[src/rtl/ysyx_22041412_mem_arbiter_pkg.sv]
// ysyx_22041412_mem_arbiter_pkg: shared state encoding, defaults and response word select for the memory arbiter
package ysyx_22041412_mem_arbiter_pkg;

    typedef enum logic [1:0] {
        ARB_IDLE = 2'd0,
        ARB_IF   = 2'd1,
        ARB_LSU  = 2'd2,
        ARB_RESP = 2'd3
    } arb_state_t;

    localparam int IF_WAIT_MAX_DEF = 4;
    localparam int WAIT_W          = 4;

    // Picks the 32-bit instruction out of the 64-bit cache line slot.
    function automatic logic [31:0] word_sel(input logic [63:0] data, input logic hi);
        return hi ? data[63:32] : data[31:0];
    endfunction

endpackage

[src/rtl/ysyx_22041412_arb_prio.sv]
// ysyx_22041412_arb_prio: grant decision for IF/LSU with an IF anti-starvation wait counter
// Ports: clk, rst (sync, active high); idle = arbiter can grant this cycle;
//        if_active = an IF transaction currently owns the port; if_valid/lsu_valid = requests;
//        grant_if/grant_lsu = combinational one-hot grant, only while idle.
module ysyx_22041412_arb_prio
    import ysyx_22041412_mem_arbiter_pkg::*;
#(
    parameter int IF_WAIT_MAX = IF_WAIT_MAX_DEF
) (
    input  logic clk,
    input  logic rst,
    input  logic idle,
    input  logic if_active,
    input  logic if_valid,
    input  logic lsu_valid,
    output logic grant_if,
    output logic grant_lsu
);

    localparam logic [WAIT_W-1:0] WAIT_MAX = WAIT_W'(IF_WAIT_MAX);

    logic [WAIT_W-1:0] wait_cnt;
    logic              force_if;

    assign force_if  = if_valid && (wait_cnt == WAIT_MAX);
    assign grant_lsu = idle && lsu_valid && !force_if;
    assign grant_if  = idle && if_valid && !grant_lsu;

    // Only time spent waiting behind someone else counts; IF's own transaction does not.
    always_ff @(posedge clk) begin
        if (rst || !if_valid || grant_if)
            wait_cnt <= '0;
        else if (!if_active && wait_cnt != WAIT_MAX)
            wait_cnt <= wait_cnt + 1'b1;
    end

endmodule

[src/rtl/ysyx_22041412_mem_arbiter.sv]
// ysyx_22041412_mem_arbiter: shares one cache port between IF reads and LSU loads/stores
// Ports: clk, rst (sync, active high);
//        IF : if_valid_i/if_addr_i request, if_ready_o pulse with 32-bit if_rdata_o, flush_i drops an in-flight fetch;
//        LSU: lsu_valid_i/lsu_we_i/lsu_addr_i/lsu_wdata_i/lsu_wstrb_i request, lsu_ready_o pulse with 64-bit lsu_rdata_o;
//        mem: mem_valid_o/mem_we_o/mem_addr_o/mem_wdata_o/mem_wstrb_o held until mem_ready_i, data on mem_rdata_i.
module ysyx_22041412_mem_arbiter
    import ysyx_22041412_mem_arbiter_pkg::*;
#(
    parameter int IF_WAIT_MAX = IF_WAIT_MAX_DEF,
    parameter int ADDR_W      = 32
) (
    input  logic              clk,
    input  logic              rst,
    input  logic              if_valid_i,
    input  logic [ADDR_W-1:0] if_addr_i,
    output logic              if_ready_o,
    output logic [31:0]       if_rdata_o,
    input  logic              flush_i,
    input  logic              lsu_valid_i,
    input  logic              lsu_we_i,
    input  logic [ADDR_W-1:0] lsu_addr_i,
    input  logic [63:0]       lsu_wdata_i,
    input  logic [7:0]        lsu_wstrb_i,
    output logic              lsu_ready_o,
    output logic [63:0]       lsu_rdata_o,
    output logic              mem_valid_o,
    output logic              mem_we_o,
    output logic [ADDR_W-1:0] mem_addr_o,
    output logic [63:0]       mem_wdata_o,
    output logic [7:0]        mem_wstrb_o,
    input  logic              mem_ready_i,
    input  logic [63:0]       mem_rdata_i
);

    arb_state_t state;
    logic       owner_if;
    logic       wsel;
    logic       drop;
    logic       grant_if;
    logic       grant_lsu;
    logic       if_addr_unused;

    // Fetch addresses are word aligned; the low bits carry no information.
    assign if_addr_unused = ^if_addr_i[1:0];

    ysyx_22041412_arb_prio #(
        .IF_WAIT_MAX(IF_WAIT_MAX)
    ) u_prio (
        .clk      (clk),
        .rst      (rst),
        .idle     (state == ARB_IDLE),
        .if_active(owner_if && state != ARB_IDLE),
        .if_valid (if_valid_i),
        .lsu_valid(lsu_valid_i),
        .grant_if (grant_if),
        .grant_lsu(grant_lsu)
    );

    always_ff @(posedge clk) begin
        if (rst) begin
            state       <= ARB_IDLE;
            owner_if    <= 1'b0;
            wsel        <= 1'b0;
            drop        <= 1'b0;
            if_ready_o  <= 1'b0;
            if_rdata_o  <= '0;
            lsu_ready_o <= 1'b0;
            lsu_rdata_o <= '0;
            mem_valid_o <= 1'b0;
            mem_we_o    <= 1'b0;
            mem_addr_o  <= '0;
            mem_wdata_o <= '0;
            mem_wstrb_o <= '0;
        end else begin
            if_ready_o  <= 1'b0;
            lsu_ready_o <= 1'b0;
            case (state)
                ARB_IDLE: begin
                    if (grant_lsu) begin
                        state       <= ARB_LSU;
                        owner_if    <= 1'b0;
                        mem_valid_o <= 1'b1;
                        mem_we_o    <= lsu_we_i;
                        mem_addr_o  <= lsu_addr_i;
                        mem_wdata_o <= lsu_wdata_i;
                        mem_wstrb_o <= lsu_wstrb_i;
                    end else if (grant_if) begin
                        state       <= ARB_IF;
                        owner_if    <= 1'b1;
                        wsel        <= if_addr_i[2];
                        mem_valid_o <= 1'b1;
                        mem_we_o    <= 1'b0;
                        mem_addr_o  <= {if_addr_i[ADDR_W-1:3], 3'b000};
                        mem_wdata_o <= '0;
                        mem_wstrb_o <= '0;
                    end
                end
                ARB_IF: begin
                    if (mem_ready_i) begin
                        state       <= ARB_RESP;
                        mem_valid_o <= 1'b0;
                        if_rdata_o  <= word_sel(mem_rdata_i, wsel);
                        // A redirect in the completion cycle itself also kills the response.
                        if_ready_o  <= !(drop || flush_i);
                        drop        <= 1'b0;
                    end else if (flush_i) begin
                        drop <= 1'b1;
                    end
                end
                ARB_LSU: begin
                    if (mem_ready_i) begin
                        state       <= ARB_RESP;
                        mem_valid_o <= 1'b0;
                        lsu_rdata_o <= mem_rdata_i;
                        lsu_ready_o <= 1'b1;
                    end
                end
                ARB_RESP: state <= ARB_IDLE;
            endcase
        end
    end

endmodule

[config.mk]
export PLATFORM = sky130hd
export DESIGN_NAME = ysyx_22041412_mem_arbiter
export DESIGN_NICKNAME = d
export VERILOG_FILES = /design/src/rtl/ysyx_22041412_mem_arbiter_pkg.sv /design/src/rtl/ysyx_22041412_arb_prio.sv /design/src/rtl/ysyx_22041412_mem_arbiter.sv
export SDC_FILE = /design/constraint.sdc
export NUM_CORES = 1
export LEC_CHECK = 0
export ABC_AREA = 1
export CORE_AREA = 2 2 159 161
export CTS_CLUSTER_SIZE = 25
export DETAILED_ROUTE_END_ITERATION = 16
export DIE_AREA = 0 0 161 163
export HOLD_SLACK_MARGIN = 0.15
export PLACE_DENSITY = 0.69
export SLEW_MARGIN = 25
export SYNTH_ARGS = -nofsm -noshare
export SYNTH_HDL_FRONTEND = slang
export SYNTH_SLANG_ARGS = --single-unit
[constraint.sdc]
create_clock -name clk -period 3.5 [get_ports clk]
set_clock_uncertainty 0.15 [all_clocks]
set_input_delay 0.35 -clock clk [delete_from_list [all_inputs] [get_ports clk]]
set_output_delay 0.35 -clock clk [all_outputs]
set_load 0.01 [all_outputs]
==> flow_metrics.env, run 1 <==
# implementation run metrics
export IMPL_timing_final_crit_period_ns=2.34
export IMPL_grt_antenna_before_repair=1
export IMPL_numCtsBuffers=24
export IMPL_post_route_drc_count=0
export IMPL_gr_usage_met2_pct=35.1
export IMPL_critical_path_capture_point_type="register"
export IMPL_syn_nets=1347
export IMPL_die_height_um=163
export IMPL_placeableCoreArea_um2=24700
export IMPL_worst_hold_path_cell_count=3
export IMPL_met1Wirelength_mm=11.7
export IMPL_setup_violations=0
export IMPL_grt_pass1_vias=8099
export IMPL_synth_largest_type_area_fraction_pct=49.7
export IMPL_timing_worst_slew_pin_value_ns=0.879
export IMPL_reg2reg_from="state[0]$_SDFFE_PP0P_"
export IMPL_start_kind="register"
export IMPL_worstReg2RegEnd="mem_wdata_o[14]$_SDFFE_PP0P_"
export IMPL_maxCapViolCount=0
export IMPL_global_route_usage_met1_pct=24.5
export IMPL_yosysWarningCount=0
export IMPL_run_status="finished clean"
export IMPL_io_pins=411
export IMPL_placed_wire_length_estimate_mm=19.7
export IMPL_cts_setup_buffers=0
export IMPL_ys_cells=1133
export IMPL_detail_route_vias_per_cell=4.78
export IMPL_port_buffers=408
export IMPL_finalClockPeriodUsage_pct=66.8
export IMPL_grt_usage_pct=20.5
export IMPL_cts_clk_slew_worst_paths_ns=0.06
export IMPL_clkLatencyLatePin_ns=0.50
export IMPL_routed_vias=8788
export IMPL_synth_top_cell_by_area="sky130_fd_sc_hd__dfxtp_1"
export IMPL_grt_overflow_total=0
export IMPL_n_fill_cell=2323
export IMPL_worstHoldEndpoint="mem_wdata_o[50]$_SDFFE_PP0P_"
export IMPL_hold_path_class="input port to register"
export IMPL_cts_hold_buffers_added=0
export IMPL_worstPathRequired_ns=3.79
export IMPL_top_regs="lsu_rdata_o: 64 flops, mem_wdata_o: 64 flops"
export IMPL_core_rowCount=58
export IMPL_dr_pass1_iters=5
export IMPL_met3_usage_pct=6.95
export IMPL_power_ir_vdd_worst_v=0.000378
export IMPL_clock_sinks=213
export IMPL_leakage_power_figure_nw=5.20
export IMPL_drtIter0Drc=563
export IMPL_ys_dominant_reg_cell="sky130_fd_sc_hd__dfxtp_1"
export IMPL_grt_max_degree=119
export IMPL_layoutNonFillerInstCount=1839
export IMPL_postSynthAreaPerCell_um2=7.57
export IMPL_synth_edff_count=0
export IMPL_netlist_top_cell_by_instances="sky130_fd_sc_hd__dfxtp_1"
export IMPL_rsz0062_at_grt="no"
export IMPL_routabilityCongestion=0.839
export IMPL_cts_tree="done"
export IMPL_pwr_density_cell_nw_per_um2=700
export IMPL_final_hold_viol_count=0
export IMPL_post_route_cells_drive_above_1_share_pct=5.43
export IMPL_placed_cells_incl_taps=1796
export IMPL_async_flop_share_pct=0
export IMPL_area_growth_pct=59.1
export IMPL_worstRegToRegCells=7
export IMPL_yosys_top_cells_area="sky130_fd_sc_hd__dfxtp_1, sky130_fd_sc_hd__o21ai_0, sky130_fd_sc_hd__nand2_1"
export IMPL_ys_flops=213
export IMPL_global_route_wire_length_before_repair_mm=43.7
export IMPL_ctsLongestPathBuffers=3
export IMPL_syn_instance_count=1133
export IMPL_cts_resized_gates=0
export IMPL_ctsHtreeMaxLevel=1
export IMPL_syn_area_um2=8580
export IMPL_hold_path_startpoint="lsu_wdata_i[50]"
export IMPL_grt_most_used_layer="met2"
export IMPL_die_w_um=161
export IMPL_fin_setup_tns_ns=0
export IMPL_final_max_slew_viol_count=0
export IMPL_synth_sequential_area_ratio_pct=49.7
export IMPL_yosysChipArea_um2=8580
export IMPL_fmaxAchievable_ghz=0.428
export IMPL_criticalPathCategory="register to register"
export IMPL_slew_headroom_pct=41.3
export IMPL_totalWireLength_mm=28.7
export IMPL_warning_count=35
export IMPL_cell_at_the_root_of_the_clock_tree="sky130_fd_sc_hd__clkbuf_16"
export IMPL_routed_top_layer="met5"
export IMPL_detail_route_antenna_nets=0
export IMPL_regToRegSetupSlack_ns=1.16
export IMPL_avgRoutedWirePerCell_um=15.6
export IMPL_post_synth_num_cell_types=29
export IMPL_cp_max_fo=118
export IMPL_detailroute_wirelength_met2_mm=13.6
export IMPL_synthTopCellsByCount="sky130_fd_sc_hd__dfxtp_1, sky130_fd_sc_hd__nand2_1, sky130_fd_sc_hd__o21ai_0"
export IMPL_nets=1706
export IMPL_route_met3_wl_mm=2.77
export IMPL_worst_ep_arrival_time_ns=2.63
export IMPL_core_utilization_at_floorplan_pct=34.8
export IMPL_dieArea_um2=26200
export IMPL_diodes=0
==> run 1: placed cells by master, fill, tap and decap left out, drive strengths merged <==
master,synthesis,final
a21boi,30,30
a21oi,145,145
buf,50,17
bufinv,0,2
clkbuf,41,38
clkdlybuf4s50,0,407
clkinv,2,4
dfxtp,213,213
ha,7,7
inv,46,47
nand2,223,223
nand3,36,36
nand3b,1,1
nand4,2,2
nor2,130,130
nor3,1,1
nor3b,1,1
nor4,1,1
o211ai,2,2
o21ai,199,199
o21bai,1,1
xor2,2,2
==> run 1: metrics by stage <==
stage               hold slack, ns  setup WS [ns]  power (mW)  instance area, um^2  util [%]
floorplan                    0.249           1.81        5.14                 8580         -
global placement             0.266          0.994        6.95                12800      51.9
detailed placement           0.276          0.928        7.01                12800      51.9
CTS                          0.199           1.19        9.66                13600      55.3
global route                 0.219          0.979        10.1                13600      55.3
finish                       0.227           1.16        9.55                13600      55.3
==> run 1: worst max-delay path, cell delays in order, from the launching register on <==
cell	delay, ns
sky130_fd_sc_hd__dfxtp_1	0.34
sky130_fd_sc_hd__inv_1	0.11
sky130_fd_sc_hd__ha_1	0.24
sky130_fd_sc_hd__nand2_1	0.20
sky130_fd_sc_hd__nand2_8	0.47
sky130_fd_sc_hd__buf_4	0.36
sky130_fd_sc_hd__o21ai_0	0.10
sky130_fd_sc_hd__a21oi_1	0.20
==> run 1: kinds of logic (layout without fill, tap and decap cells) <==
kind of cell	count (synthesis)	after routing	share of synthesized area (%)
xor gates and xnor gates	2	2	0.204
buffers and inverters	139	515	7.22
AOI/OAI and AO/OA	377	377	23.4
and+or+nand+nor	395	395	18.4
DFF	213	213	49.7
adders and majority gates	7	7	1.02
==> run 1: where the power goes <==
part / switching, mW / internal [mW]
combinational: 1.81 / 1.75
sequential: 0.329 / 3.07
clock: 1.02 / 1.58
total: 3.16 / 6.39
==> run 1: worst max path at each step <==
stage | cells past startpoint | to | start | slack (ns)
5_1_grt | 7 | mem_wdata_o[42]$_SDFFE_PP0P_ | state[0]$_SDFFE_PP0P_ | 0.98
4_1_cts | 7 | mem_wdata_o[14]$_SDFFE_PP0P_ | state[0]$_SDFFE_PP0P_ | 1.19
2_1_floorplan | 10 | mem_addr_o[24]$_SDFFE_PP0P_ | state[0]$_SDFFE_PP0P_ | 1.81
6_report | 7 | mem_wdata_o[14]$_SDFFE_PP0P_ | state[0]$_SDFFE_PP0P_ | 1.16
3_3_place_gp | 7 | lsu_rdata_o[7]$_SDFFE_PP0P_ | mem_ready_i | 0.99
3_5_place_dp | 7 | lsu_rdata_o[9]$_SDFFE_PP0P_ | mem_ready_i | 0.93
==> run 1: area by class of cell <==
cell class / count / area (um^2) / area share [%]
Inverter: 48 / 184 / 1.35
Clock inverter: 5 / 90.1 / 0.660
Sequential cell: 213 / 4270 / 31.3
Clock buffer: 38 / 733 / 5.38
Timing Repair Buffer: 424 / 4250 / 31.2
Tap cell: 330 / 413 / 3.03
Multi-Input combinational cell: 781 / 3710 / 27.2
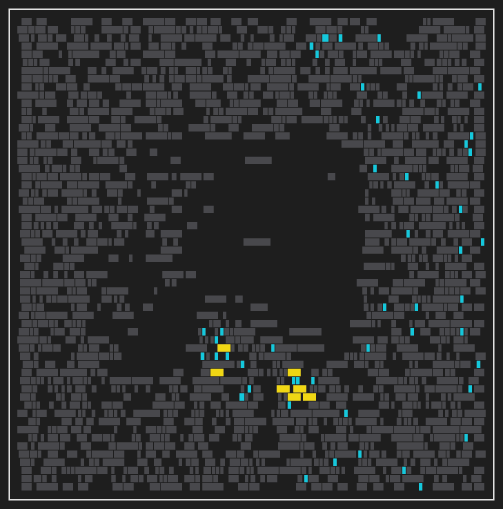
run_1/gates.png
Drawn at 3 px/um.
inv cells -> cyan  # cells 48, most used inv_1
fa/ha/maj cells -> yellow  # cells 7, most used ha_1, where bottom centre

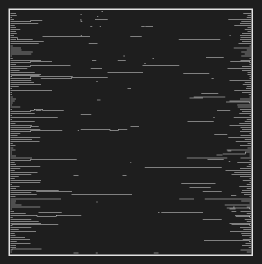
run_1/m3.png
Drawn at 1.5 px/um.
share of all routed wire = 9.7%
main direction = horizontal
wire length on this layer = 2770 um
nets with wire on the layer = 268
longest straight run = 51.1 um

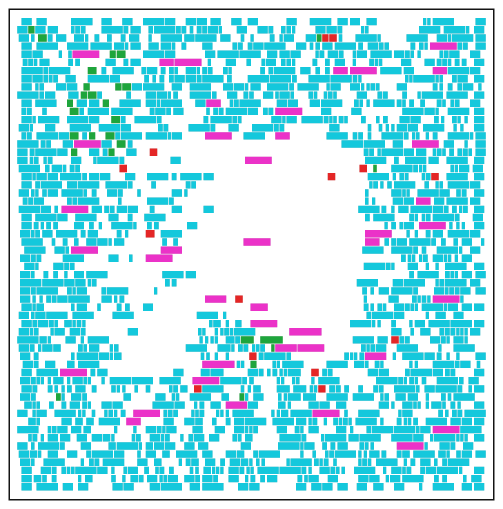
run_1/sizing.png
Drawn at 3 px/um.
x3 and x4 -> red  # cells 14, share 0.93%
x6 and larger -> magenta  # cells 40, share 2.7%
x1 and smaller -> cyan  # cells 1427, share 95%
x2 -> green  # cells 28, share 1.9%

==> run 2, diff against run 1 <==
Clock period 3.5 ns to 2.2 ns, I/O delays scaled along.
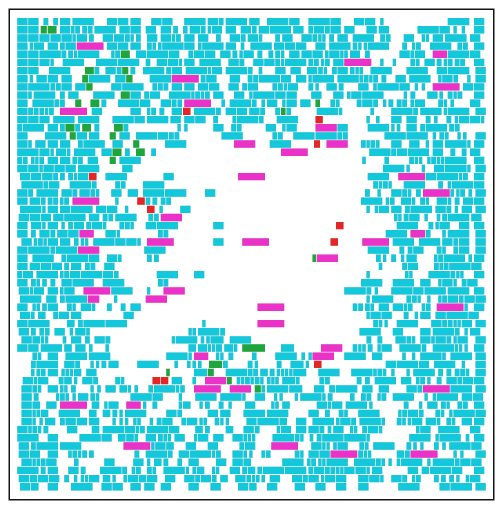
run_2/sizing.png
Drawn at 3 px/um.
x3 and x4 -> red  # cells 11, share 0.68%
x2 -> green  # cells 29, share 1.8%
x6 and larger -> magenta  # cells 43, share 2.7%
x1 and smaller -> cyan  # cells 1529, share 95%

==> flow_metrics.env, run 2 <==
# implementation run metrics
export IMPL_mostFrequentLayoutCell="sky130_fd_sc_hd__clkdlybuf4s50_1"
export IMPL_ctsHtreeMaxLevel=1
export IMPL_rsz0062_at_grt="no"
export IMPL_post_route_worst_setup_slack_ns=0.148
export IMPL_clock_power_share_pct=24.9
export IMPL_final_util_pct=59.6
export IMPL_die_height_um=163
export IMPL_ys_flops=213
export IMPL_power_frac_seq_pct=35.6
export IMPL_diodes=0
export IMPL_post_route_drc_count=0
export IMPL_synth_largest_type_area_fraction_pct=49.7
export IMPL_post_route_cells_drive_above_1_share_pct=5.15
export IMPL_slew_headroom_pct=68.8
export IMPL_place_area_um2=12900
export IMPL_cts_setup_buffers=0
export IMPL_final_max_slew_viol_count=0
export IMPL_placed_cells_incl_taps=1800
export IMPL_grt_overflow_total=0
export IMPL_sequence_of_cells_on_the_critical_path="inv_1 > ha_1 > nand2_1 > nand2_8 > buf_12 > o21ai_0 > a21oi_1"
export IMPL_power_ir_vdd_worst_v=0.000551
export IMPL_grt_max_degree=106
export IMPL_postSynthAreaPerCell_um2=7.57
export IMPL_port_buffers=408
export IMPL_synthTopCellsByCount="sky130_fd_sc_hd__dfxtp_1, sky130_fd_sc_hd__nand2_1, sky130_fd_sc_hd__o21ai_0"
export IMPL_yosys_top_cells_area="sky130_fd_sc_hd__dfxtp_1, sky130_fd_sc_hd__o21ai_0, sky130_fd_sc_hd__nand2_1"
export IMPL_io_pins=411
export IMPL_placeableCoreArea_um2=24700
export IMPL_worst_hold_path_cell_count=3
export IMPL_syn_area_um2=8580
export IMPL_layoutNonFillerInstCount=1942
export IMPL_cts_clk_slew_worst_paths_ns=0.06
export IMPL_top_regs="lsu_rdata_o: 64 flops, mem_wdata_o: 64 flops"
export IMPL_finalClockPeriodUsage_pct=93.3
export IMPL_dieArea_um2=26200
export IMPL_cts_tree="done"
export IMPL_combPwrFrac_pct=39.6
export IMPL_ys_dominant_reg_cell="sky130_fd_sc_hd__dfxtp_1"
export IMPL_grt_usage_pct=22.2
export IMPL_regToRegSetupSlack_ns=0.15
export IMPL_placement_setup_worst_slack_ns=0.143
export IMPL_async_flop_share_pct=0
export IMPL_yosysChipArea_um2=8580
export IMPL_totalWireLength_mm=30.7
export IMPL_hold_path_startpoint="mem_rdata_i[12]"
export IMPL_synth_edff_count=0
export IMPL_worstReg2RegEnd="mem_wdata_o[50]$_SDFFE_PP0P_"
export IMPL_criticalPathCategory="register to register"
export IMPL_final_hold_viol_count=0
export IMPL_synth_sequential_area_ratio_pct=49.7
export IMPL_dr_pass1_iters=5
export IMPL_worstRegToRegCells=7
export IMPL_grt_antenna_before_repair=0
export IMPL_ctsLongestPathBuffers=3
export IMPL_cell_at_the_root_of_the_clock_tree="sky130_fd_sc_hd__clkbuf_16"
export IMPL_post_synth_num_cell_types=29
export IMPL_setup_violations=0
export IMPL_hold_path_class="input port to register"
export IMPL_core_utilization_at_floorplan_pct=34.8
export IMPL_leakage_power_figure_nw=5.63
export IMPL_fin_total_pwr_mw=15.2
export IMPL_timing_final_crit_period_ns=2.05
export IMPL_pwr_density_cell_nw_per_um2=1040
export IMPL_lay_top_cells="sky130_fd_sc_hd__clkdlybuf4s50_1, sky130_fd_sc_hd__dfxtp_1, sky130_fd_sc_hd__nand2_1"
export IMPL_grt_pass1_vias=9181
export IMPL_worstPathRequired_ns=2.44
export IMPL_cp_max_fo=41
export IMPL_net_switching_power_mw=5.12
export IMPL_global_route_wire_length_before_repair_mm=47.5
export IMPL_detail_route_vias_per_cell=4.81
export IMPL_reg2reg_from="state[0]$_SDFFE_PP0P_"
export IMPL_design_area_um2=14700
export IMPL_numCtsBuffers=24
export IMPL_nets=1813
export IMPL_timing_worst_slew_pin_value_ns=0.468
export IMPL_syn_nets=1347
export IMPL_warning_count=35
export IMPL_clkLatencyLatePin_ns=0.52
export IMPL_netlist_top_cell_by_instances="sky130_fd_sc_hd__dfxtp_1"
export IMPL_drtIter0Drc=613
export IMPL_netSwitchingFraction_pct=33.6
export IMPL_fin_setup_tns_ns=0
export IMPL_run_status="finished clean"
export IMPL_finalHoldWorstSlack_ns=0.171
export IMPL_avgRoutedWirePerCell_um=15.8
export IMPL_worstHoldEndpoint="lsu_rdata_o[12]$_SDFFE_PP0P_"
export IMPL_worst_path_max_delay_cell="sky130_fd_sc_hd__dfxtp_1"
export IMPL_yosysWarningCount=0
export IMPL_core_rowCount=58
export IMPL_die_w_um=161
export IMPL_critical_path_max_stage_delay_ns=0.38
export IMPL_area_growth_pct=71.5
export IMPL_clock_sinks=213
export IMPL_setup_worst_path_start="state[0]$_SDFFE_PP0P_"
export IMPL_cpLargestDelayFamily="simple AND/OR/NAND/NOR gates"
export IMPL_fmaxAchievable_ghz=0.487
export IMPL_path_buffers=2
export IMPL_syn_instance_count=1133
export IMPL_start_kind="register"
export IMPL_maxCapViolCount=0
export IMPL_synth_top_cell_by_area="sky130_fd_sc_hd__dfxtp_1"
export IMPL_routed_vias=9340
export IMPL_routabilityCongestion=0.839
export IMPL_critical_path_capture_point_type="register"
export IMPL_ys_cells=1133
export IMPL_detail_route_antenna_nets=0
export IMPL_placed_wire_length_estimate_mm=20.0
export IMPL_worst_ep_arrival_time_ns=2.29
export IMPL_internal_power_mw=10.1
[run 2: how the worst max path moves through the flow]
stage / slack [ns] / end / cells past startpoint
floorplan: 0.51 / mem_addr_o[24]$_SDFFE_PP0P_ / 10
global placement: 0.18 / mem_addr_o[4]$_SDFFE_PP0P_ / 7
detailed placement: 0.14 / mem_wdata_o[40]$_SDFFE_PP0P_ / 8
CTS: 0.12 / mem_wdata_o[40]$_SDFFE_PP0P_ / 9
global route: 0.02 / mem_wdata_o[50]$_SDFFE_PP0P_ / 7
finish: 0.15 / mem_wdata_o[50]$_SDFFE_PP0P_ / 7
[run 2: metal layers]
metal | GRT usage (%) | up-vias | routed length [um]
met2 | 39.1 | 365 | 14800
met5 | 0 | - | 0
met4 | 9.70 | 0 | 1330
met1 | 25.1 | 4245 | 12100
met3 | 6.11 | 78 | 2530
li1 | - | 4652 | -
[run 2: worst reg2reg max path: cells and delay by family, from the launching register on]
family / cells / cell delay, ns
AND-OR/OR-AND: 2 / 0.35
adder cells (fa/ha/maj): 1 / 0.26
flip-flops: 1 / 0.38
buffers and inverters: 2 / 0.36
AND/OR/NAND/NOR: 2 / 0.43
[run 2: layout make-up]
type	instances	area, um^2
multi-input cells	781	3710
clock buffers	36	717
flip-flops and latches	213	4270
repair buffers	531	5400
clock inverters	3	20.0
fillers	2156	9960
inverters	48	184
well taps	330	413
[run 2: cells by family (layout without fill, tap and decap cells)]
group           count (synthesis)  after routing  share of synthesized area [%]
fa+ha+maj                       7              7                           1.02
simple gates                  395            395                           18.4
flops                         213            213                           49.7
xor+xnor                        2              2                          0.204
buf+inv                       139            618                           7.22
compound gates                377            377                           23.4
[run 2: power groups by stage]
stage               clock network, mW  registers [mW]  logic (mW)
finish                           3.79            5.42        6.03
detailed placement                  0            5.46        5.85
floorplan                           0            5.88        2.30
global placement                    0            5.44        5.80
CTS                              3.89            5.40        6.02
global route                     4.02            5.55        6.56
[run 2: what timing repair did]
action / CTS / global route
resized: 0 / 2
endpoints found under the setup margin: 0 / 32
endpoints found under the hold margin: 161 / 0
hold buffers: 103 / 0
Power figures rest on the tool's default switching activity, not on a simulated workload.
